$ cat src/rtl/load_store_unit_pkg.sv
// Shared CPU constants for the data-memory port: access size encodings,
// load/store unit state encodings and alignment helpers.
package load_store_unit_pkg;

  localparam logic [1:0] SIZE_BYTE    = 2'b00;
  localparam logic [1:0] SIZE_HALF    = 2'b01;
  localparam logic [1:0] SIZE_WORD    = 2'b10;
  localparam logic [1:0] SIZE_ILLEGAL = 2'b11;

  typedef enum logic [1:0] {
    ST_IDLE   = 2'b00,
    ST_SINGLE = 2'b01,
    ST_SPLIT  = 2'b10,
    ST_RESP   = 2'b11
  } lsu_state_t;

  function automatic logic is_misaligned(input logic [1:0] size, input logic [1:0] addr_lo);
    return ((size == SIZE_WORD) && (addr_lo != 2'b00)) ||
           ((size == SIZE_HALF) && addr_lo[0]);
  endfunction

  // Index of the final byte when a half/word is split into byte accesses.
  function automatic logic [1:0] last_byte_index(input logic [1:0] size);
    return (size == SIZE_WORD) ? 2'd3 : 2'd1;
  endfunction

endpackage

$ cat src/rtl/load_store_unit_if.sv
// Request/response channel plus data-memory bus of the load/store unit.
// slave = the unit itself, master = execute stage and memory around it.
interface load_store_unit_if #(parameter int DATA_WIDTH = 32);

  logic                  req_valid;
  logic                  req_ready;
  logic                  req_write;
  logic [1:0]            req_size;
  logic                  req_sign_ext;
  logic [DATA_WIDTH-1:0] req_address;
  logic [DATA_WIDTH-1:0] req_wdata;

  logic                  resp_valid;
  logic                  resp_ready;
  logic [DATA_WIDTH-1:0] resp_rdata;
  logic                  resp_error;

  logic                  memory_enable_write;
  logic                  memory_enable_read;
  logic [1:0]            memory_size;
  logic                  memory_sign_ext;
  logic [DATA_WIDTH-1:0] memory_address;
  logic [DATA_WIDTH-1:0] memory_data_to_write;
  logic [DATA_WIDTH-1:0] memory_data_read;
  logic                  misaligned_exception;

  modport slave (
    input  req_valid, req_write, req_size, req_sign_ext, req_address, req_wdata,
    output req_ready,
    output resp_valid, resp_rdata, resp_error,
    input  resp_ready,
    output memory_enable_write, memory_enable_read, memory_size, memory_sign_ext,
    output memory_address, memory_data_to_write,
    input  memory_data_read, misaligned_exception
  );

  modport master (
    output req_valid, req_write, req_size, req_sign_ext, req_address, req_wdata,
    input  req_ready,
    input  resp_valid, resp_rdata, resp_error,
    output resp_ready,
    input  memory_enable_write, memory_enable_read, memory_size, memory_sign_ext,
    input  memory_address, memory_data_to_write,
    output memory_data_read, misaligned_exception
  );

endinterface

$ cat src/rtl/load_store_unit_load_extend.sv
// Byte/half sign or zero extension of load data; words pass through.
// Shared with the writeback path.
module load_extend
  import load_store_unit_pkg::*;
#(
  parameter int DATA_WIDTH = 32
) (
  input  logic [DATA_WIDTH-1:0] data,
  input  logic [1:0]            size,
  input  logic                  sign_ext,
  output logic [DATA_WIDTH-1:0] result
);

  always_comb begin
    result = data;
    case (size)
      SIZE_BYTE: result = {{(DATA_WIDTH-8){sign_ext & data[7]}}, data[7:0]};
      SIZE_HALF: result = {{(DATA_WIDTH-16){sign_ext & data[15]}}, data[15:0]};
      default:   result = data;
    endcase
  end

endmodule

$ cat src/rtl/load_store_unit.sv
// Data-memory initiator: one load/store at a time, optional splitting of
// misaligned half/word accesses into little-endian byte accesses.
//
//   state     | meaning
//   ----------+-----------------------------------------------------------
//   ST_IDLE   | ready for a request; rejects illegal/unsupported accesses
//   ST_SINGLE | one aligned memory access, load data captured at the edge
//   ST_SPLIT  | byte i of a misaligned access, i = 0..N-1
//   ST_RESP   | response held until resp_ready
module load_store_unit
  import load_store_unit_pkg::*;
#(
  parameter int DATA_WIDTH       = 32,
  parameter bit ALLOW_MISALIGNED = 1'b1
) (
  input  logic            clk,
  input  logic            rst_n,
  load_store_unit_if.slave bus
);

  lsu_state_t            state;
  lsu_state_t            state_next;
  logic                  write_q;
  logic                  sign_ext_q;
  logic [1:0]            size_q;
  logic [1:0]            byte_idx;
  logic [DATA_WIDTH-1:0] address_q;
  logic [DATA_WIDTH-1:0] wdata_q;
  logic [DATA_WIDTH-1:0] rdata_acc;
  logic [DATA_WIDTH-1:0] resp_rdata_q;
  logic                  resp_error_q;
  logic [DATA_WIDTH-1:0] assembled;
  logic [DATA_WIDTH-1:0] ext_in;
  logic [DATA_WIDTH-1:0] ext_out;
  logic                  req_misaligned;
  logic                  req_reject;
  logic                  last_byte;

  assign req_misaligned = is_misaligned(bus.req_size, bus.req_address[1:0]);
  assign req_reject     = (bus.req_size == SIZE_ILLEGAL) ||
                          (req_misaligned && !ALLOW_MISALIGNED);
  assign last_byte      = (byte_idx == last_byte_index(size_q));

  always_comb begin
    state_next     = state;
    bus.req_ready  = 1'b0;
    bus.resp_valid = 1'b0;
    case (state)
      ST_IDLE: begin
        bus.req_ready = 1'b1;
        if (bus.req_valid) begin
          if (req_reject)          state_next = ST_RESP;
          else if (req_misaligned) state_next = ST_SPLIT;
          else                     state_next = ST_SINGLE;
        end
      end
      ST_SINGLE: state_next = ST_RESP;
      ST_SPLIT:  if (last_byte) state_next = ST_RESP;
      ST_RESP: begin
        bus.resp_valid = 1'b1;
        if (bus.resp_ready) state_next = ST_IDLE;
      end
      default: state_next = ST_IDLE;
    endcase
  end

  always_comb begin
    bus.memory_enable_write  = 1'b0;
    bus.memory_enable_read   = 1'b0;
    bus.memory_size          = 2'b00;
    bus.memory_sign_ext      = 1'b0;
    bus.memory_address       = '0;
    bus.memory_data_to_write = '0;
    case (state)
      ST_SINGLE: begin
        bus.memory_enable_write  = write_q;
        bus.memory_enable_read   = !write_q;
        bus.memory_size          = size_q;
        bus.memory_sign_ext      = sign_ext_q;
        bus.memory_address       = address_q;
        bus.memory_data_to_write = wdata_q;
      end
      ST_SPLIT: begin
        bus.memory_enable_write  = write_q;
        bus.memory_enable_read   = !write_q;
        bus.memory_size          = SIZE_BYTE;
        bus.memory_address       = address_q + DATA_WIDTH'(byte_idx);
        bus.memory_data_to_write = DATA_WIDTH'(wdata_q[{byte_idx, 3'b000} +: 8]);
      end
      default: ;
    endcase
  end

  // Split loads merge the byte arriving this cycle so the final byte can be
  // extended and registered in the same edge that leaves SPLIT.
  always_comb begin
    assembled = rdata_acc;
    assembled[{byte_idx, 3'b000} +: 8] = bus.memory_data_read[7:0];
  end

  assign ext_in = (state == ST_SPLIT) ? assembled : bus.memory_data_read;

  load_extend #(.DATA_WIDTH(DATA_WIDTH)) u_load_extend (
    .data     (ext_in),
    .size     (size_q),
    .sign_ext (sign_ext_q),
    .result   (ext_out)
  );

  always_ff @(posedge clk or negedge rst_n) begin
    if (!rst_n) begin
      state        <= ST_IDLE;
      write_q      <= 1'b0;
      sign_ext_q   <= 1'b0;
      size_q       <= 2'b00;
      byte_idx     <= 2'd0;
      address_q    <= '0;
      wdata_q      <= '0;
      rdata_acc    <= '0;
      resp_rdata_q <= '0;
      resp_error_q <= 1'b0;
    end else begin
      state <= state_next;
      case (state)
        ST_IDLE: begin
          if (bus.req_valid) begin
            write_q      <= bus.req_write;
            sign_ext_q   <= bus.req_sign_ext;
            size_q       <= bus.req_size;
            address_q    <= bus.req_address;
            wdata_q      <= bus.req_wdata;
            byte_idx     <= 2'd0;
            rdata_acc    <= '0;
            resp_rdata_q <= '0;
            resp_error_q <= req_reject;
          end
        end
        ST_SINGLE: begin
          if (!write_q) resp_rdata_q <= ext_out;
          if (bus.misaligned_exception) resp_error_q <= 1'b1;
        end
        ST_SPLIT: begin
          byte_idx <= byte_idx + 2'd1;
          if (!write_q) begin
            rdata_acc <= assembled;
            if (last_byte) resp_rdata_q <= ext_out;
          end
          if (bus.misaligned_exception) resp_error_q <= 1'b1;
        end
        default: ;
      endcase
    end
  end

  assign bus.resp_rdata = resp_rdata_q;
  assign bus.resp_error = resp_error_q;

endmodule

$ cat src/flat_wrapper.sv
// flat-port wrapper written by rule: the top's interface ports become plain ports
module load_store_unit_flat import load_store_unit_pkg::*;
#(
  parameter int DATA_WIDTH       = 32,
  parameter bit ALLOW_MISALIGNED = 1'b1
)
  (clk, rst_n, bus_req_valid, bus_req_write, bus_req_size, bus_req_sign_ext, bus_req_address, bus_req_wdata, bus_req_ready, bus_resp_valid, bus_resp_rdata, bus_resp_error, bus_resp_ready, bus_memory_enable_write, bus_memory_enable_read, bus_memory_size, bus_memory_sign_ext, bus_memory_address, bus_memory_data_to_write, bus_memory_data_read, bus_misaligned_exception);
  load_store_unit_if #(.DATA_WIDTH(DATA_WIDTH)) bus_i ();
  input  logic clk;
  input  logic rst_n;
  input wire logic [$bits(bus_i.req_valid)-1:0] bus_req_valid;
  input wire logic [$bits(bus_i.req_write)-1:0] bus_req_write;
  input wire logic [$bits(bus_i.req_size)-1:0] bus_req_size;
  input wire logic [$bits(bus_i.req_sign_ext)-1:0] bus_req_sign_ext;
  input wire logic [$bits(bus_i.req_address)-1:0] bus_req_address;
  input wire logic [$bits(bus_i.req_wdata)-1:0] bus_req_wdata;
  output wire logic [$bits(bus_i.req_ready)-1:0] bus_req_ready;
  output wire logic [$bits(bus_i.resp_valid)-1:0] bus_resp_valid;
  output wire logic [$bits(bus_i.resp_rdata)-1:0] bus_resp_rdata;
  output wire logic [$bits(bus_i.resp_error)-1:0] bus_resp_error;
  input wire logic [$bits(bus_i.resp_ready)-1:0] bus_resp_ready;
  output wire logic [$bits(bus_i.memory_enable_write)-1:0] bus_memory_enable_write;
  output wire logic [$bits(bus_i.memory_enable_read)-1:0] bus_memory_enable_read;
  output wire logic [$bits(bus_i.memory_size)-1:0] bus_memory_size;
  output wire logic [$bits(bus_i.memory_sign_ext)-1:0] bus_memory_sign_ext;
  output wire logic [$bits(bus_i.memory_address)-1:0] bus_memory_address;
  output wire logic [$bits(bus_i.memory_data_to_write)-1:0] bus_memory_data_to_write;
  input wire logic [$bits(bus_i.memory_data_read)-1:0] bus_memory_data_read;
  input wire logic [$bits(bus_i.misaligned_exception)-1:0] bus_misaligned_exception;
  assign bus_i.req_valid = bus_req_valid;
  assign bus_i.req_write = bus_req_write;
  assign bus_i.req_size = bus_req_size;
  assign bus_i.req_sign_ext = bus_req_sign_ext;
  assign bus_i.req_address = bus_req_address;
  assign bus_i.req_wdata = bus_req_wdata;
  assign bus_req_ready = bus_i.req_ready;
  assign bus_resp_valid = bus_i.resp_valid;
  assign bus_resp_rdata = bus_i.resp_rdata;
  assign bus_resp_error = bus_i.resp_error;
  assign bus_i.resp_ready = bus_resp_ready;
  assign bus_memory_enable_write = bus_i.memory_enable_write;
  assign bus_memory_enable_read = bus_i.memory_enable_read;
  assign bus_memory_size = bus_i.memory_size;
  assign bus_memory_sign_ext = bus_i.memory_sign_ext;
  assign bus_memory_address = bus_i.memory_address;
  assign bus_memory_data_to_write = bus_i.memory_data_to_write;
  assign bus_i.memory_data_read = bus_memory_data_read;
  assign bus_i.misaligned_exception = bus_misaligned_exception;
  load_store_unit #(.DATA_WIDTH(DATA_WIDTH), .ALLOW_MISALIGNED(ALLOW_MISALIGNED)) u_core (.clk(clk), .rst_n(rst_n), .bus(bus_i));
endmodule
$ cat config.mk
export PLATFORM = sky130hd
export DESIGN_NAME = load_store_unit_flat
export DESIGN_NICKNAME = d
export VERILOG_FILES = /design/src/rtl/load_store_unit_pkg.sv /design/src/rtl/load_store_unit_if.sv /design/src/rtl/load_store_unit_load_extend.sv /design/src/rtl/load_store_unit.sv /design/src/flat_wrapper.sv
export SDC_FILE = /design/constraint.sdc
export NUM_CORES = 1
export LEC_CHECK = 0
export ABC_AREA = 1
export CAP_MARGIN = 30
export CORE_MARGIN = 1
export CORE_UTILIZATION = 40
export CTS_CLUSTER_SIZE = 8
export DETAILED_ROUTE_END_ITERATION = 8
export PLACE_DENSITY = 0.7
export SYNTH_ARGS = -nofsm -noshare
export SYNTH_HDL_FRONTEND = slang
export SYNTH_HIERARCHICAL = 1
export SYNTH_SLANG_ARGS = --single-unit
$ cat constraint.sdc
create_clock -name clk -period 5.35 [get_ports clk]
set_input_delay 0.8025 -clock clk [delete_from_list [all_inputs] [get_ports clk]]
set_output_delay 0.8025 -clock clk [all_outputs]
set_load 0.1 [all_outputs]
Run 1, clock distribution:
The bar under the picture is 50 µm long.
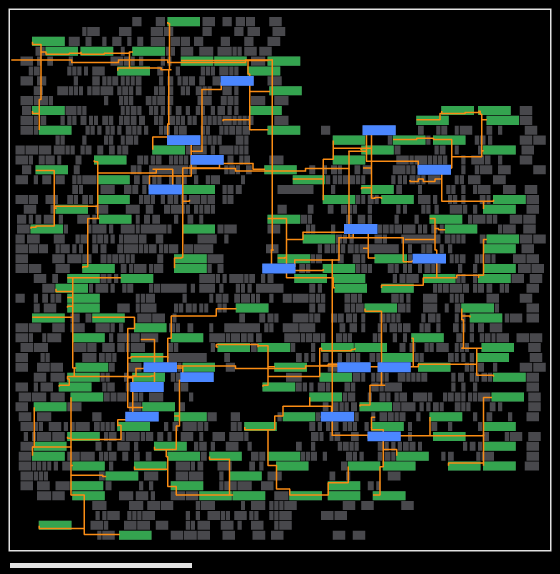
orange -> clock wires  # length 1960 µm
blue -> clock-net drivers  # count 17
green -> flip-flops  # count 137
routed clock nets = 18
flops lie = spread over the die
Latency at later pin: 0.43 ns
final worst clock skew: 0.0113 ns

Run 1, wiring heat map:
The bar under the picture is 50 µm long. 30 x 30 tiles, from dark blue (low) to red (high), scaled to the fullest tile. Values are wire area over tile area, all layers added.
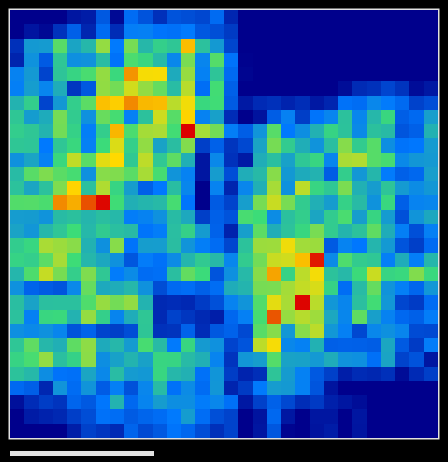
fullest tile = 0.61
tiles over half the peak = 18%
densest ninth of the die = left middle
emptiest ninth of the die = top right
nearly empty tiles = 13%
Total Routing Usage GR: 23.9%
DRT Wirelength: 25500 µm
DR vias: 8349

==> out/metrics.cfg, run 1 <==
[status]
status=finished clean

[run]
warning_count=34
drv_cap=0

[clock_tree]
cts_root_buffer=clkbuf_16
clock_sinks=137
htree_levels=4
cts_tree=built
postCtsSetupRepairBufs=0
cts_hold_buffers=0
clk_pin_slew_ns=0.06
numCtsBuffers=17

[cells_and_area]
logic_area_um2=4340
layout_top_cell=nand2_1
comb.multi_input.count=838
combAreaFraction_pct=38.4
nNonClkInverters=121
area_growth_pct=31.2
layout-drive-gt1-share_pct=13.3
clk_share_pct=5.56
final-nonclk-buf-share_pct=18.6
nClkBuffers=20

[setup_path]
critPathBufInv=3
crit_arrival_ns=3.33
cp_data_required_time_ns=4.55
path_depth=8
reg2reg_to=u_core/bus.resp_rdata[30]
slowest_stage=buf_4
path_max_fanout=55
cp-start-kind=flop
critPathKind=reg -> out
critical_path.top_delay_family=buffers and inverters
critPathCapture=bus_memory_address[10]
crit_chain=inv_1, ha_2, buf_4, nand3_1, nor2_2, nor2_1, nor3_1, buf_4
endpoint_kind=primary output

[placement]
dp_cells=1588
globalplace.congestion=0.865

[logic_synthesis]
ys_async_sr_fraction_pct=100
most_common_cell=nand2_1
ys.flops=137
synth-edff-count=0
ys_cells=1171
syn_inst=1171
syn_nets=1289
synth_area_leader_cell=dfrtp_1
top_cells_by_area=dfrtp_1, nand2_1, mux2_2
synth_chip_area_um2=8610
ff_type=dfrtp_1

[final_timing]
finalHoldViolCount=0
max_clock_freq_mhz=242
period_minus_slack_ns=4.14

[routing]
drtAntennaViolNets=0
dr.pass1.iters=6
drt-initial-drc-count=690
drt_drc_violations_left=0

[floorplanning]
fp_util_pct=40.8
fp.dieH_um=149
row_count=53

[grt]
grt_max_degree=97
overflow=0
grt_pass1_vias=7908

Run 1, placement by cell class:
The bar under the picture is 50 µm long.
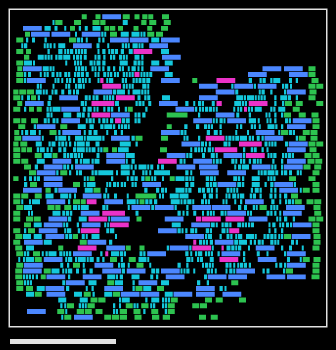
blue -> registers  # cells 137
magenta -> clock drivers and dummy loads  # cells 32
cyan -> remaining logic cells  # cells 959
green -> remaining buffers and delay cells  # cells 218

run 1: state kept, by name (all words and copies together), names as in the netlist:
| name | cells |
|---|---|
| u_core/wdata_q | 32 |
| u_core/address_q | 32 |
| u_core/byte_idx | 2 |
| u_core/write_q | 1 |
| u_core/size_q | 2 |
| u_core/bus.resp_rdata | 32 |
| u_core/sign_ext_q | 1 |
| u_core/rdata_acc | 32 |
| u_core/bus.resp_error | 1 |
| u_core/state | 2 |
run 1: logic make-up after synthesis:
| kind of cell | Yosys count | synth area share (%) |
|---|---|---|
| flip-flops | 137 | 39.8 |
| buffers and inverters | 196 | 9.94 |
| multiplexers | 50 | 6.54 |
| adder cells (fa/ha/maj) | 13 | 1.98 |
| AND/OR/NAND/NOR | 542 | 27.3 |
| AND-OR/OR-AND | 233 | 14.5 |
run 1: routing by layer:
| metal | part of all wire, % | up-vias | track usage (%) |
|---|---|---|---|
| li1 | - | 4097 | - |
| met1 | 46 | 3883 | 33.5 |
| met2 | 44 | 344 | 36.2 |
| met3 | 8.3 | 25 | 6.64 |
| met4 | 1.3 | 0 | 5.97 |
| met5 | 0 | - | 0 |
run 1: metrics by stage:
stage	utilization (%)	setup slack, ns	hold slack (ns)
2_1_floorplan	-	0.955	0.453
3_3_place_gp	50.3	1.76	0.467
3_5_place_dp	50.5	1.68	0.477
4_1_cts	53.4	1.18	0.491
5_1_grt	53.6	1.01	0.510
6_report	53.6	1.21	0.481
## Run 2: what changed since run 1
clock period = 4.1 ns   (was 5.35 ns; I/O delays follow)
Run 2, wiring heat map:
The bar under the picture is 50 µm long. 30 x 30 tiles, from dark blue (low) to red (high), scaled to the fullest tile. Values are wire area over tile area, all layers added.
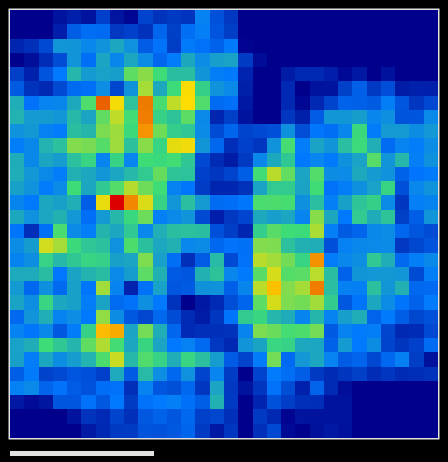
tiles over half the peak = 11%
mean over tiles = 0.19
nearly empty tiles = 13%
emptiest ninth of the die = top right
fullest tile = 0.72

Run 2, selected gate families:
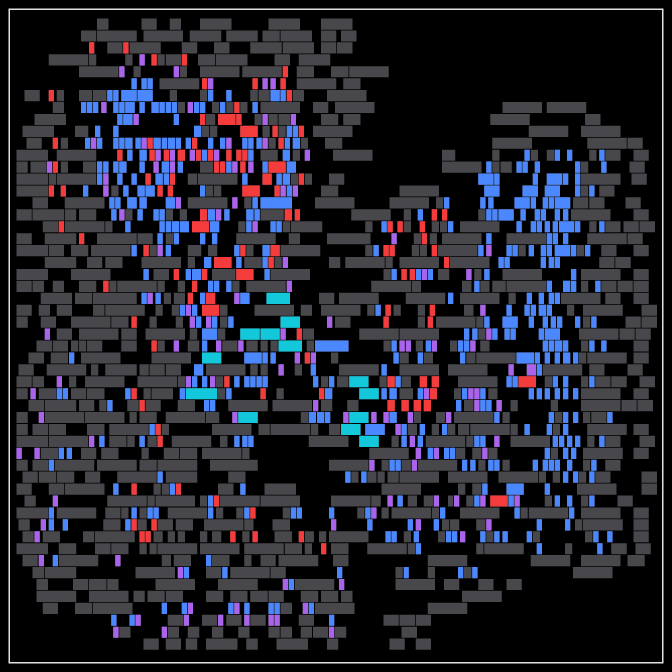
blue -> nand cells  # cells 428
purple -> inv cells  # cells 121
red -> nor cells  # cells 113
cyan -> fa/ha/maj cells  # cells 13, where middle

Run 2, placement by cell class:
The bar under the picture is 50 µm long.
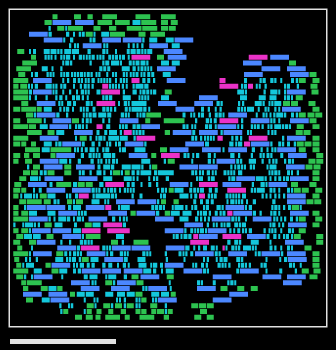
magenta -> clock drivers and dummy loads  # cells 32
cyan -> remaining logic cells  # cells 959
green -> remaining buffers and delay cells  # cells 222
blue -> registers  # cells 137
row cnt: 53
Final Instance Area: 11600 µm²
core area: 21100 µm²

==> out/metrics.cfg, run 2 <==
[logic_synthesis]
ys_cells=1171
synth_chip_area_um2=8610
syn_nets=1289
most_common_cell=nand2_1
top_cells_by_area=dfrtp_1, nand2_1, mux2_2
ff_type=dfrtp_1
ys_async_sr_fraction_pct=100
synth_area_leader_cell=dfrtp_1
syn_inst=1171

[grt]
overflow=0
grt_max_degree=83
grt_pass1_vias=7672
gr-usage-all-layers_pct=23.1
grt_pass1_wl_um=40200

[clock_tree]
clock_sinks=137
cts_tree=built
clk_pin_slew_ns=0.07
cts_hold_buffers=0
cts_resized=0
cts_root_buffer=clkbuf_16
htree_levels=4

[cells_and_area]
layout-drive-gt1-share_pct=15.9
fillCellCount=1963
final_util_pct=55.1
combAreaFraction_pct=37.4
final-nonclk-buf-share_pct=21.2
nClkBuffers=19
logic_area_um2=4350
layout_top_cell=nand2_1
nNonClkInverters=121
clk_share_pct=4.97

[setup_path]
critPathKind=reg -> out
cp_data_required_time_ns=3.48
critPathCapture=bus_memory_address[7]
reg2reg_to=u_core/bus.resp_rdata[17]
endpoint_kind=primary output
crit_arrival_ns=3.06
path_max_fanout=38

[floorplanning]
fp_util_pct=40.8
tap_cells=275

[routing]
drtAntennaViolNets=0
dr.pass1.iters=5
wl_um=25200
drt_drc_violations_left=0
drt-initial-drc-count=677

[placement]
globalplace.congestion=0.903
dp_cells=1593

[final_timing]
finClkSkew_ns=0.0105
hold_ws_ns=0.238
period_minus_slack_ns=3.67
setup_slack_ns=0.428
max_clock_freq_mhz=272

[status]
status=finished clean

[run]
warning_count=34
drv_cap=0

-- run 2: cell count changes in the layout (fill, tap and decap cells not counted), sizes merged, moves of 3 or more --
cell	before	now
buf	50	84
bufinv	4	1
clkdlybuf4s50	168	138
clkinv	5	2
inv	121	127
-- run 2: worst min path at each step --
| stage | from | endpoint | cells past startpoint | slack (ns) |
|---|---|---|---|---|
| 3_5_place_dp | u_core/rdata_acc[28] | u_core/rdata_acc[28] | 2 | 0.48 |
| 3_3_place_gp | u_core/rdata_acc[29] | u_core/rdata_acc[29] | 2 | 0.47 |
| 2_1_floorplan | rst_n | u_core/address_q[0] | 0 | 0.32 |
| 6_report | rst_n | u_core/bus.resp_rdata[5] | 1 | 0.24 |
| 5_1_grt | rst_n | u_core/bus.resp_rdata[5] | 1 | 0.30 |
| 4_1_cts | rst_n | u_core/bus.resp_rdata[5] | 1 | 0.26 |
-- run 2: worst max-delay path, cell delays in order (launching register included) --
cell and delay (ns):
dfrtp_1 0.40, inv_1 0.14, ha_2 0.73, inv_1 0.39, nor2_1 0.20, a21oi_1 0.05
a211oi_1 0.46, buf_12 0.24
-- run 2: cells by family (layout without fill, tap and decap cells) --
| group | Yosys count | count (layout) | synth area share [%] |
|---|---|---|---|
| compound gates | 233 | 233 | 14.5 |
| fa+ha+maj | 13 | 13 | 1.98 |
| buf+inv | 196 | 375 | 9.94 |
| flops | 137 | 137 | 39.8 |
| mux | 50 | 50 | 6.54 |
| simple gates | 542 | 542 | 27.3 |
-- run 2: routing by layer --
layer / vias up / part of all wire, % / global-route usage, %
li1: 4113 / - / -
met1: 3895 / 45 / 32.3
met2: 392 / 45 / 35.7
met3: 29 / 8.5 / 5.14
met4: 2 / 1.5 / 6.89
met5: - / 0.052 / 0
